**src/rtl/seg7_capture.sv**
```systemverilog
// rtl/seg7_capture.sv - capture multiplexed 7-segment digits into debounced frames
module seg7_capture #(
  parameter int DIGITS               = 2,
  parameter int STABLE               = 4,
  parameter bit COMMON_ANODE_CATHODE = 1'b0
) (
  input  logic                  i_clk,
  input  logic                  i_rst_n,
  input  logic [DIGITS-1:0]     i_dig_en,
  input  logic [6:0]            i_seg,
  output logic [4*DIGITS-1:0]   o_value,
  output logic                  o_valid,
  input  logic                  i_ready,
  output logic                  o_err,
  output logic [DIGITS-1:0]     o_blank
);

  localparam logic [7:0] STABLE_C = 8'(STABLE);

  // per-digit sampling state
  logic [6:0]          last_q [DIGITS];
  logic [6:0]          last_d [DIGITS];
  logic [7:0]          cnt_q  [DIGITS];
  logic [7:0]          cnt_d  [DIGITS];
  logic [4*DIGITS-1:0] digit_q, digit_d;
  logic [DIGITS-1:0]   dblank_q, dblank_d;
  logic [DIGITS-1:0]   cap_q, cap_d;

  // output slot
  logic [4*DIGITS-1:0] value_q, value_d;
  logic [DIGITS-1:0]   oblank_q, oblank_d;
  logic                valid_q, valid_d;
  logic                err_q, err_d;

  logic [6:0] lit;
  logic [3:0] nib;
  logic       pat_ok;
  logic       pat_blank;
  logic       multi_hot;
  logic       slot_free;

  assign lit       = COMMON_ANODE_CATHODE ? i_seg : ~i_seg;
  assign multi_hot = (i_dig_en & (i_dig_en - DIGITS'(1))) != '0;
  assign slot_free = !valid_q || i_ready;

  // decode the lit-high segment pattern into a hex nibble
  always_comb begin
    nib       = 4'h0;
    pat_ok    = 1'b1;
    pat_blank = 1'b0;
    case (lit)
      7'h3F: nib = 4'h0;
      7'h06: nib = 4'h1;
      7'h5B: nib = 4'h2;
      7'h4F: nib = 4'h3;
      7'h66: nib = 4'h4;
      7'h6D: nib = 4'h5;
      7'h7D: nib = 4'h6;
      7'h07: nib = 4'h7;
      7'h7F: nib = 4'h8;
      7'h6F: nib = 4'h9;
      7'h77: nib = 4'hA;
      7'h7C: nib = 4'hB;
      7'h39: nib = 4'hC;
      7'h5E: nib = 4'hD;
      7'h79: nib = 4'hE;
      7'h71: nib = 4'hF;
      7'h00: pat_blank = 1'b1;
      default: pat_ok = 1'b0;
    endcase
  end

  // debounce/accept the selected digit, then hand complete frames to the output slot
  always_comb begin
    last_d   = last_q;
    cnt_d    = cnt_q;
    digit_d  = digit_q;
    dblank_d = dblank_q;
    cap_d    = cap_q;
    value_d  = value_q;
    oblank_d = oblank_q;
    valid_d  = valid_q;
    err_d    = 1'b0;

    if (multi_hot) begin
      // ambiguous select: throw away all progress but keep stored digits
      for (int k = 0; k < DIGITS; k++) begin
        cnt_d[k] = 8'd0;
      end
      cap_d = '0;
      err_d = 1'b1;
    end else begin
      for (int k = 0; k < DIGITS; k++) begin
        if (i_dig_en[k]) begin
          if (lit == last_q[k]) begin
            if (cnt_q[k] != STABLE_C) begin
              cnt_d[k] = cnt_q[k] + 8'd1;
              // accept only on the transition into saturation
              if (cnt_q[k] == STABLE_C - 8'd1) begin
                if (pat_ok) begin
                  digit_d[4*k +: 4] = nib;
                  dblank_d[k]       = pat_blank;
                  cap_d[k]          = 1'b1;
                end else begin
                  cap_d[k] = 1'b0;
                  err_d    = 1'b1;
                end
              end
            end
          end else begin
            last_d[k] = lit;
            cnt_d[k]  = 8'd1;
            cap_d[k]  = 1'b0;
          end
        end
      end
    end

    // next-state captured bits are used so the frame loads on the final sample edge
    if ((&cap_d) && slot_free) begin
      value_d  = digit_d;
      oblank_d = dblank_d;
      valid_d  = 1'b1;
      cap_d    = '0;
    end else if (valid_q && i_ready) begin
      valid_d = 1'b0;
    end
  end

  // state registers with synchronous active-low reset
  always_ff @(posedge i_clk) begin
    if (!i_rst_n) begin
      for (int k = 0; k < DIGITS; k++) begin
        last_q[k] <= 7'd0;
        cnt_q[k]  <= 8'd0;
      end
      digit_q  <= '0;
      dblank_q <= '0;
      cap_q    <= '0;
      value_q  <= '0;
      oblank_q <= '0;
      valid_q  <= 1'b0;
      err_q    <= 1'b0;
    end else begin
      for (int k = 0; k < DIGITS; k++) begin
        last_q[k] <= last_d[k];
        cnt_q[k]  <= cnt_d[k];
      end
      digit_q  <= digit_d;
      dblank_q <= dblank_d;
      cap_q    <= cap_d;
      value_q  <= value_d;
      oblank_q <= oblank_d;
      valid_q  <= valid_d;
      err_q    <= err_d;
    end
  end

  assign o_value = value_q;
  assign o_blank = oblank_q;
  assign o_valid = valid_q;
  assign o_err   = err_q;

endmodule

```
**config.mk**
```make
export PLATFORM = sky130hd
export DESIGN_NAME = seg7_capture
export DESIGN_NICKNAME = d
export VERILOG_FILES = /design/src/rtl/seg7_capture.sv
export SDC_FILE = /design/constraint.sdc
export NUM_CORES = 1
export LEC_CHECK = 0
export CELL_PAD_IN_SITES_DETAIL_PLACEMENT = 1
export CELL_PAD_IN_SITES_GLOBAL_PLACEMENT = 1
export CORE_ASPECT_RATIO = 1.75
export CORE_UTILIZATION = 40
export CTS_CLUSTER_SIZE = 40
export DETAILED_ROUTE_END_ITERATION = 8
export GPL_TIMING_DRIVEN = 0
export PLACE_DENSITY_LB_ADDON = 0.1
export SLEW_MARGIN = 20
export SYNTH_ARGS = -nofsm -noshare
export SYNTH_HDL_FRONTEND = slang
export SYNTH_SLANG_ARGS = --single-unit
```
**constraint.sdc**
```tcl
create_clock -name i_clk -period 3.7 [get_ports i_clk]
set_clock_uncertainty 0.2 [all_clocks]
set_input_delay 0.74 -clock i_clk [delete_from_list [all_inputs] [get_ports i_clk]]
set_output_delay 0.74 -clock i_clk [all_outputs]
set_load 0.05 [all_outputs]
```
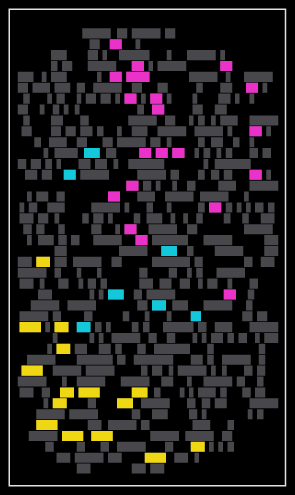
run_1/logic_types.png
Drawn at 4 px/um.
legend:
  AND-OR and OR-AND gates:
    color: cyan
    cells: 7
    most_used: a2111o_1
  multiplexers:
    color: yellow
    cells: 15
    most_used: mux2_4
  XOR/XNOR gates:
    color: magenta
    cells: 20
    most_used: xnor2_1
most frequent standard cell in the layout excluding fill and tap cells: sky130_fd_sc_hd__dfxtp_1
post-route non-filler standard cell count: 463

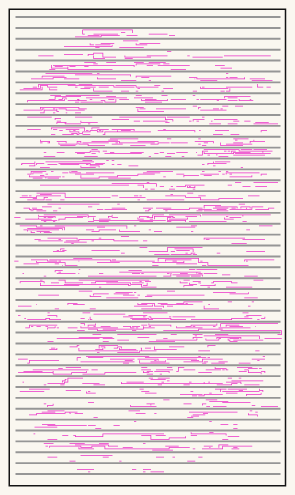
run_1/layer_met1.png
Drawn at 4 px/um. Supply wires on this layer in gray.
share of all routed wire: 41%
nets with wire on the layer: 361
main direction: horizontal
wire length on this layer: 3,280 um
vias: 2,660
wire length after detailed routing: 8000 um
global routing usage on met1: 23.6%

==> qor.yml, run 1 <==
htree_num_levels: 2
port_buffers: 17
crit_buf_inv: 3
ys.warnings.count: 0
grt_pass1_vias: 2775
run_status: "completed"
worstHoldPathType: "reg2reg"
dieHeight_um: 119
cts_tree: "built"
core-area_um2: 7570
startpoint_of_the_worst_slack_reg_to_reg_timing_path: "cnt_q[0]"
totalNegativeSetupSlack_ps: 0
worst_setup_sp_type: "primary input"
critical-path-top-cell-by-count: "sky130_fd_sc_hd__buf_6"
yosysUniqueCellTypes: 71
hold_slack_ps: 267
finalHoldViolations: 0
wire_length_of_the_first_global_routing_pass_um: 13300
grt.total_usage_pct: 21.6
final_cell_area_um2: 3550
worst_setup_hold_path_clk_slew_ps: 80
simple_gate_area_share_pct: 28.3
worst_ep_arrival_time_ps: 3370
yosys_most_used_dff: "sky130_fd_sc_hd__dfxtp_1"
edf_count: 0
worst_hold_startpoint: "o_value[0]"
critPathMaxStageDelay_ps: 460
logic_area_um2: 1830
clock-root-buffer: "sky130_fd_sc_hd__clkbuf_16"
drt_drc_violations_left: 0
timing.max_cap.violations: 0
worst-slew-pin-transition_ps: 576
synthAdderAreaFrac_pct: 1.61
flop_area_um2: 1080
final_core_util_pct: 46.9
slew_headroom_pct: 61.6
antenna_cells: 0
hold_buffers: 0
irDropWorstVdd_uv: 305
drt_first_pass_iters: 4
grt_setup_unrepaired: "false"
setup_slack_ps: 324
fmax_mhz: 296
most_common_cell: "sky130_fd_sc_hd__dfxtp_1"
flow.area_growth_from_synthesis_pct: 13.9
synthTopCellsByCount: "54 x sky130_fd_sc_hd__dfxtp_1, 36 x sky130_fd_sc_hd__nor2_1, 22 x sky130_fd_sc_hd__nand2_1"
synthXorXnorAreaFrac_pct: 5.87
critical_path.endpoint_type: "flip-flop"
final-setup-viol-count: 0
detail_routed_via_count_per_cell: 5.75
finalWorstPathRequiredPeriod_ps: 3380
timing.setup.critical_path_class: "in2reg"
route.detailed.wl_per_inst_um: 17.3
post_synthesis_mux_area_share_pct: 6.03
maxSlewViolCount: 0
filler_cell_count: 904
drtAntennaViolNets: 0
syn-cell-area_um2: 3110
layout-drive-gt1-share_pct: 14.4
synth_area_per_cell_um2: 8.90
fp.dieArea_um2: 8160
placementRows: 42
yosys.stat.chipArea_um2: 3110
dr.first_iter.drc_count: 88
dpl-instance-area_um2: 3390
dpl.cell_count: 455
synth_seq_share_pct: 34.7
grt_antenna_before_repair: 0
global_route.overflow_total: 0
synth.cellmix.compoundShare_pct: 16.8
grt_start_max_net_pins: 20
finish.net_count: 390
design_power_mw: 1.25
worstSetupStartpoint: "i_seg[5]"
top_logic_kind: "simple AND/OR/NAND/NOR gates"
synth.top_cells.by_area: "sky130_fd_sc_hd__dfxtp_1 35%, sky130_fd_sc_hd__nor2_1 4.3%, sky130_fd_sc_hd__a211oi_1 3.9%"
fp_nets: 366
cts_max_path_buffers: 2
synth_flops: 54
list_of_cells_traversed_by_the_critical_path: "clkdlybuf4s50_1 > buf_6 > nor3b_1 > a32oi_1 > a22oi_1 > nor3_4 > nand2_2 > o2111ai_4 > buf_6 > mux2_4"
postCtsSetupRepairBufs: 0
stage_log_warning_count: 28
floorplan_core_density_pct: 41.2
dp.final_hpwl_um: 6030
worstPathRequired_ps: 3690
finalCritPeriodShare_pct: 91.2
total_leakage_power_nw: 1.27
clk_latency_ps: 300
cts_made_buffers: 5
post-synth-top-area-fraction_pct: 34.7
critical-path-top-delay-family: "buffers and inverters"
ys_async_sr_fraction_pct: 0
die_width_um: 68.7
preCtsSetupSlack_ps: -24.8
post-synth-top-area-cell: "sky130_fd_sc_hd__dfxtp_1"
synthesis.instances: 350
routabilityCongestion: 0.826
critical_path_fanouts_max: 10
pwr_dens_nw_per_um2: 353
yosysCellCount: 350
top_level_ports: 24
clock_net_sink_count: 54
cts_resized: 0
critPathSlowestCell: "sky130_fd_sc_hd__clkdlybuf4s50_1"
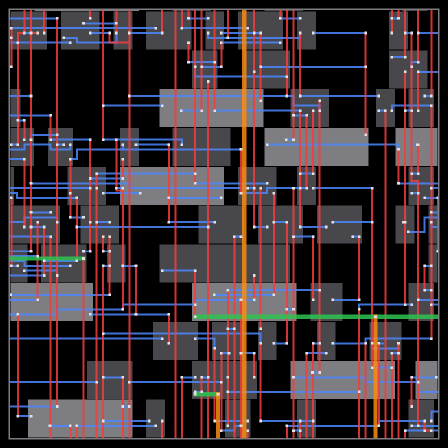
run_1/detail.png
Region (19, 68) to (49, 98) um. Cells in gray, sequential cells in the stronger gray; small squares are vias.
legend:
  metal 1:
    color: blue
  metal 2:
    color: red
  metal 3:
    color: green
  metal 4:
    color: orange
sequential cells in the window: 7
netlist names of flops here include: `last_q` (7)
cells with their middle in the window: 52
most frequent: nor2_1 (10), dfxtp_1 (7), a211oi_1 (6)

run 1: where the power goes:
group	internal, mW	switching, mW	total [mW]	leakage (nW)
combinational	0.0559	0.0946	0.151	0.757
sequential	0.593	0.00929	0.602	0.438
clock	0.260	0.240	0.500	0.0763
run 1: placed cells by master (no fill, tap or decap), types with 3 or more instances in the layout:
cell | synthesis | final
sky130_fd_sc_hd__a211oi_1 | 16 | 16
sky130_fd_sc_hd__a21oi_1 | 13 | 13
sky130_fd_sc_hd__a31oi_1 | 4 | 4
sky130_fd_sc_hd__and2_1 | 11 | 11
sky130_fd_sc_hd__and3_1 | 7 | 7
sky130_fd_sc_hd__and3_2 | 3 | 3
sky130_fd_sc_hd__buf_2 | 4 | 4
sky130_fd_sc_hd__buf_4 | 4 | 4
sky130_fd_sc_hd__buf_6 | 6 | 6
sky130_fd_sc_hd__clkbuf_1 | 11 | 11
sky130_fd_sc_hd__clkbuf_16 | 0 | 5
sky130_fd_sc_hd__clkdlybuf4s50_1 | 0 | 17
sky130_fd_sc_hd__dfxtp_1 | 54 | 54
sky130_fd_sc_hd__ha_1 | 4 | 4
sky130_fd_sc_hd__inv_1 | 12 | 12
sky130_fd_sc_hd__mux2_4 | 7 | 7
sky130_fd_sc_hd__mux2i_1 | 6 | 6
sky130_fd_sc_hd__nand2_1 | 22 | 22
sky130_fd_sc_hd__nand2b_1 | 8 | 8
sky130_fd_sc_hd__nand3_1 | 15 | 15
sky130_fd_sc_hd__nand4_1 | 4 | 4
sky130_fd_sc_hd__nor2_1 | 36 | 36
sky130_fd_sc_hd__nor3_1 | 6 | 6
sky130_fd_sc_hd__nor3b_1 | 7 | 7
sky130_fd_sc_hd__nor4_1 | 3 | 3
sky130_fd_sc_hd__nor4b_1 | 3 | 3
sky130_fd_sc_hd__o21ai_0 | 9 | 9
sky130_fd_sc_hd__or3_1 | 3 | 3
sky130_fd_sc_hd__xnor2_1 | 10 | 10
sky130_fd_sc_hd__xor2_1 | 9 | 9
run 1: final timing paths:
check        slack, ps         end  depth (start not counted)
min                270  o_value[0]                          2
max                320  o_value[5]                         10
min reg2reg        270  o_value[0]                          2
max reg2reg        860  o_blank[1]                          7
run 1: area by class of cell:
class | instances | area share (%)
buffer | 26 | 4.58
clock buffer | 5 | 3.53
clock inverter | 3 | 0.811
inverter | 12 | 1.27
multi-input combinational | 258 | 51.4
sequential | 54 | 30.5
tap | 88 | 3.10
timing repair buffer | 17 | 4.80
run 1: metal layers:
| layer | vias to the layer above | GRT usage [%] | routed length, um |
|---|---|---|---|
| met2 | 36 | 39.3 | 4360 |
| met1 | 1308 | 23.6 | 3280 |
| li1 | 1305 | - | - |
| met5 | - | 0 | 0 |
| met4 | 0 | 8.16 | 196 |
| met3 | 11 | 3.67 | 159 |
run 1: sequential cells by signal, indices dropped and copies added, names as in the netlist:
register,count
cap_q,2
o_err,1
digit_q,8
dblank_q,2
cnt_q,16
last_q,14
o_value,8
o_blank,2
o_valid,1
run_1/wires.png
Drawn at 4 px/um. Two of the layers only.
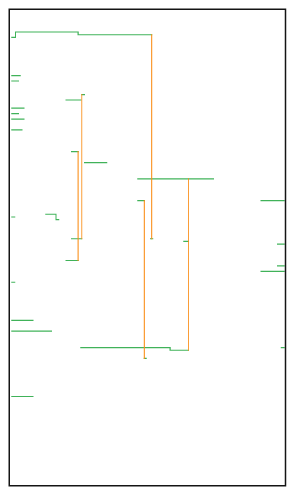

==> run 2, diff against run 1 <==
- CORE_UTILIZATION: 40 -> 45
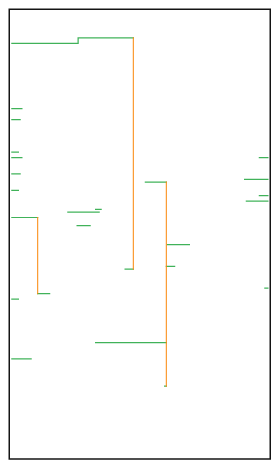
run_2/wires.png
Drawn at 4 px/um. Two of the layers only.
legend:
  metal 4:
    color: orange
    wire_length: 128 um
  metal 3:
    color: green
    wire_length: 122 um

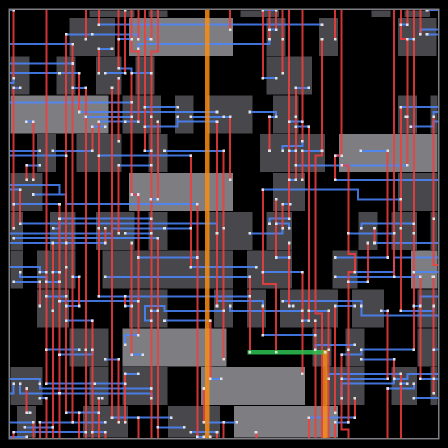
run_2/detail.png
Region (17, 63) to (47, 93) um. Cells in gray, sequential cells in the stronger gray; small squares are vias.
legend:
  metal 4:
    color: orange
  metal 2:
    color: red
  metal 3:
    color: green
  metal 1:
    color: blue
netlist names of flops here include: `last_q` (5)
most frequent: nor2_1 (8), dfxtp_1 (7), a211oi_1 (5)
sequential cells in the window: 7
cells with their middle in the window: 56

==> qor.yml, run 2 <==
largestRegisters: "cnt_q: 16 flops, last_q: 14 flops"  # unchanged
reg2reg_to: "o_blank[1]"  # unchanged
worst_ep_arrival_time_ps: 3360  # was 3370 ps
finish.net_count: 390  # unchanged
layout-drive-gt1-share_pct: 13.6  # was 14.4%
startpoint_of_the_worst_slack_reg_to_reg_timing_path: "cnt_q[0]"  # unchanged
setup_slack_ps: 317  # was 324 ps
detailroute.via_count: 2621  # was 2,660
synth_seq_share_pct: 34.7  # unchanged
timing.reg2reg.setup_slack_ps: 910  # was 860 ps
dieHeight_um: 112  # was 119 um
maxSlewViolCount: 0  # unchanged
run_status: "completed"  # unchanged
grt_antenna_before_repair: 0  # unchanged
stage_log_warning_count: 28  # unchanged
grt_pass1_vias: 2772  # was 2,775
list_of_cells_traversed_by_the_critical_path: "clkdlybuf4s50_1 > buf_6 > nor3b_1 > a32oi_1 > a22oi_1 > nor3_4 > nand2_2 > o2111ai_4 > buf_6 > mux2_4"  # unchanged
finalHoldViolations: 0  # unchanged
cts_tree: "built"  # unchanged
yosysUniqueCellTypes: 71  # unchanged
yosysCellCount: 350  # unchanged
clock-root-buffer: "sky130_fd_sc_hd__clkbuf_16"  # unchanged
finalWorstPathRequiredPeriod_ps: 3380  # about the same
fp_nets: 366  # unchanged
critical_path.endpoint_type: "flip-flop"  # unchanged
largest_reg_flops: 16  # unchanged
layout.cells.most_common: "sky130_fd_sc_hd__dfxtp_1"  # unchanged
totalNegativeSetupSlack_ps: 0  # unchanged
edf_count: 0  # unchanged
drtAntennaViolNets: 0  # unchanged
pwr_dens_nw_per_um2: 342  # was 353 nW/um^2
drt_first_pass_iters: 5  # was 4
cts_max_path_buffers: 2  # unchanged
detail_routed_via_count_per_cell: 5.75  # about the same
top_level_ports: 24  # unchanged
grt_setup_unrepaired: "false"  # unchanged
routabilityCongestion: 0.846  # was 0.826
wire_length_of_the_first_global_routing_pass_um: 13300  # about the same
cp-endpoint: "o_value[2]"  # was o_value[5]
fp.dieArea_um2: 7270  # was 8160 um^2
finalCritPeriodShare_pct: 91.4  # was 91.2%
post-synth-top-area-fraction_pct: 34.7  # unchanged
timing.max_cap.violations: 0  # unchanged
critPathMaxStageDelay_ps: 460  # about the same
route.detailed.wl_per_inst_um: 17.3  # about the same
global_route.overflow_total: 0  # unchanged
port_buffers: 17  # unchanged
postCtsSetupRepairBufs: 0  # unchanged
synthesis.instances: 350  # unchanged
synth.top_cells.by_area: "sky130_fd_sc_hd__dfxtp_1 35%, sky130_fd_sc_hd__nor2_1 4.3%, sky130_fd_sc_hd__a211oi_1 3.9%"  # unchanged
drt_wl_total_um: 7900  # was 8000 um
ff2ff_path_depth: 7  # unchanged
clk_latency_ps: 290  # was 300 ps
timing.setup.critical_path_class: "in2reg"  # unchanged
worstSetupStartpoint: "i_seg[5]"  # unchanged
core-area_um2: 6590  # was 7570 um^2
antenna_cells: 0  # unchanged
grt_start_max_net_pins: 15  # was 20
worstHoldPathType: "reg2reg"  # unchanged
final-setup-viol-count: 0  # unchanged
floorplan_core_density_pct: 47.3  # was 41.2%
worst-slew-pin-transition_ps: 550  # was 576 ps
drt_drc_violations_left: 0  # unchanged
hold_buffers: 0  # unchanged
grt.total_usage_pct: 23.5  # was 21.6%
cts_made_buffers: 5  # unchanged
cts_resized: 0  # unchanged
worstPathRequired_ps: 3680  # was 3690 ps
dr.first_iter.drc_count: 97  # was 88
irDropWorstVdd_uv: 225  # was 305 uV
synth_flops: 54  # unchanged
yosys_most_used_dff: "sky130_fd_sc_hd__dfxtp_1"  # unchanged
post-synth-top-area-cell: "sky130_fd_sc_hd__dfxtp_1"  # unchanged
fmax_mhz: 296  # about the same
yosys.stat.chipArea_um2: 3110  # unchanged
preCtsSetupSlack_ps: 21.5  # was -24.8 ps
htree_num_levels: 2  # unchanged
flow.area_growth_from_synthesis_pct: 13.0  # was 13.9%
syn-cell-area_um2: 3110  # unchanged
critPathSlowestCell: "sky130_fd_sc_hd__clkdlybuf4s50_1"  # unchanged
critical_path_fanouts_max: 10  # unchanged
critical-path-top-cell-by-count: "sky130_fd_sc_hd__buf_6"  # unchanged
dp.final_hpwl_um: 5990  # was 6030 um
ys.warnings.count: 0  # unchanged
worst_setup_sp_type: "primary input"  # unchanged
top_register: "cnt_q"  # unchanged
most_common_cell: "sky130_fd_sc_hd__dfxtp_1"  # unchanged
layout_top_cells: "54 x sky130_fd_sc_hd__dfxtp_1, 36 x sky130_fd_sc_hd__nor2_1, 22 x sky130_fd_sc_hd__nand2_1"  # unchanged
synth_area_per_cell_um2: 8.90  # unchanged
slew_headroom_pct: 63.1  # was 61.6%
ys_async_sr_fraction_pct: 0  # unchanged
synthTopCellsByCount: "54 x sky130_fd_sc_hd__dfxtp_1, 36 x sky130_fd_sc_hd__nor2_1, 22 x sky130_fd_sc_hd__nand2_1"  # unchanged
worst_setup_hold_path_clk_slew_ps: 60  # was 80 ps
total_leakage_power_nw: 1.26  # was 1.27 nW
clock_net_sink_count: 54  # unchanged
placementRows: 39  # was 42
die_width_um: 64.9  # was 68.7 um
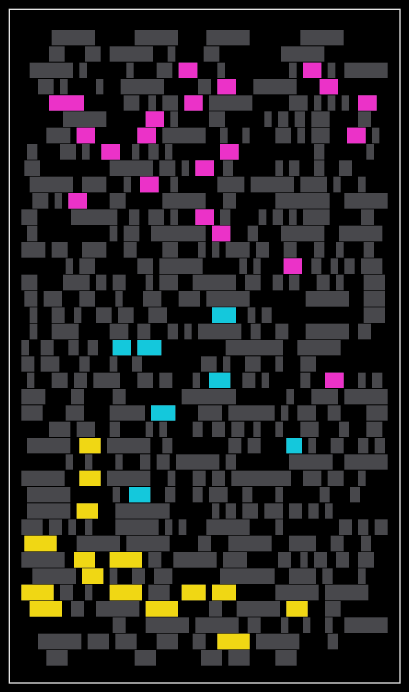
run_2/logic_types.png
Drawn at 6 px/um.
legend:
  multiplexers:
    color: yellow
    cells: 15
    most_used: mux2_4
  AND-OR and OR-AND gates:
    color: cyan
    cells: 7
    most_used: a2111o_1
  XOR/XNOR gates:
    color: magenta
    cells: 20
    most_used: xnor2_1
post-route non-filler standard cell count: 456
proportion of cell area occupied by multi-input gates: 51.9%

-- run 2: cell counts after synthesis --
Identical to the previous run, type by type.
-- run 2: where the power goes --
group | switching [mW] | internal, mW | total (mW)
clock | 0.202 | 0.248 | 0.450
sequential | 0.00923 | 0.594 | 0.603
combinational | 0.0943 | 0.0559 | 0.150
total | 0.306 | 0.898 | 1.20
-- run 2: worst max-delay path, delay by kind of cell --
family                 cells  cell delay, ps
AND-OR/OR-AND              3             650
AND/OR/NAND/NOR            3             780
buffers and inverters      3             860
multiplexers               1             310
-- run 2: cell type report --
| cell class | instances | area, um^2 |
|---|---|---|
| fillers | 823 | 3070 |
| multi-input cells | 258 | 1830 |
| flip-flops and latches | 54 | 1080 |
| repair buffers | 17 | 170 |
| plain buffers | 26 | 163 |
| clock buffers | 7 | 133 |
| well taps | 82 | 103 |
| inverters | 12 | 45.0 |
-- run 2: worst min-delay path by stage --
| stage | startpoint | end | slack (ps) | cells past startpoint |
|---|---|---|---|---|
| after floorplan | digit_q[2] | digit_q[2] | 240 | 2 |
| after global placement | digit_q[2] | digit_q[2] | 250 | 2 |
| after detailed placement | o_value[0] | o_value[0] | 260 | 2 |
| after CTS | o_value[0] | o_value[0] | 280 | 2 |
| after global routing | digit_q[3] | digit_q[3] | 290 | 2 |
| final | digit_q[2] | digit_q[2] | 270 | 2 |
-- run 2: metrics by stage --
stage	hold slack [ps]	instance area [um^2]	utilization [%]	power, mW	instances
6_report	271	3520	53.4	1.20	456
5_1_grt	289	3520	53.4	1.26	456
4_1_cts	276	3520	53.4	1.21	456
3_5_place_dp	264	3390	51.4	0.767	449
3_3_place_gp	254	3390	51.4	0.763	449
2_1_floorplan	240	3110	-	0.726	350
-- run 2: metal layers --
metal  routed length, um  vias up  track usage [%]
met2                4370       28             43.6
met1                3280     1285             26.1
met4                 127        0             8.74
met3                 121        8             3.15
li1                    -     1300                -
met5                   0        -                0
-- run 2: logic make-up (layout without fill, tap and decap cells) --
kind of cell,after synthesis,count (layout),synth area share (%)
AND-OR/OR-AND,67,67,16.8
multiplexers,15,15,6.03
adder cells (fa/ha/maj),4,4,1.61
buffers and inverters,38,62,6.67
AND/OR/NAND/NOR,152,152,28.3
XOR/XNOR,20,20,5.87
flip-flops,54,54,34.7
Power and IR drop assume default switching activity.
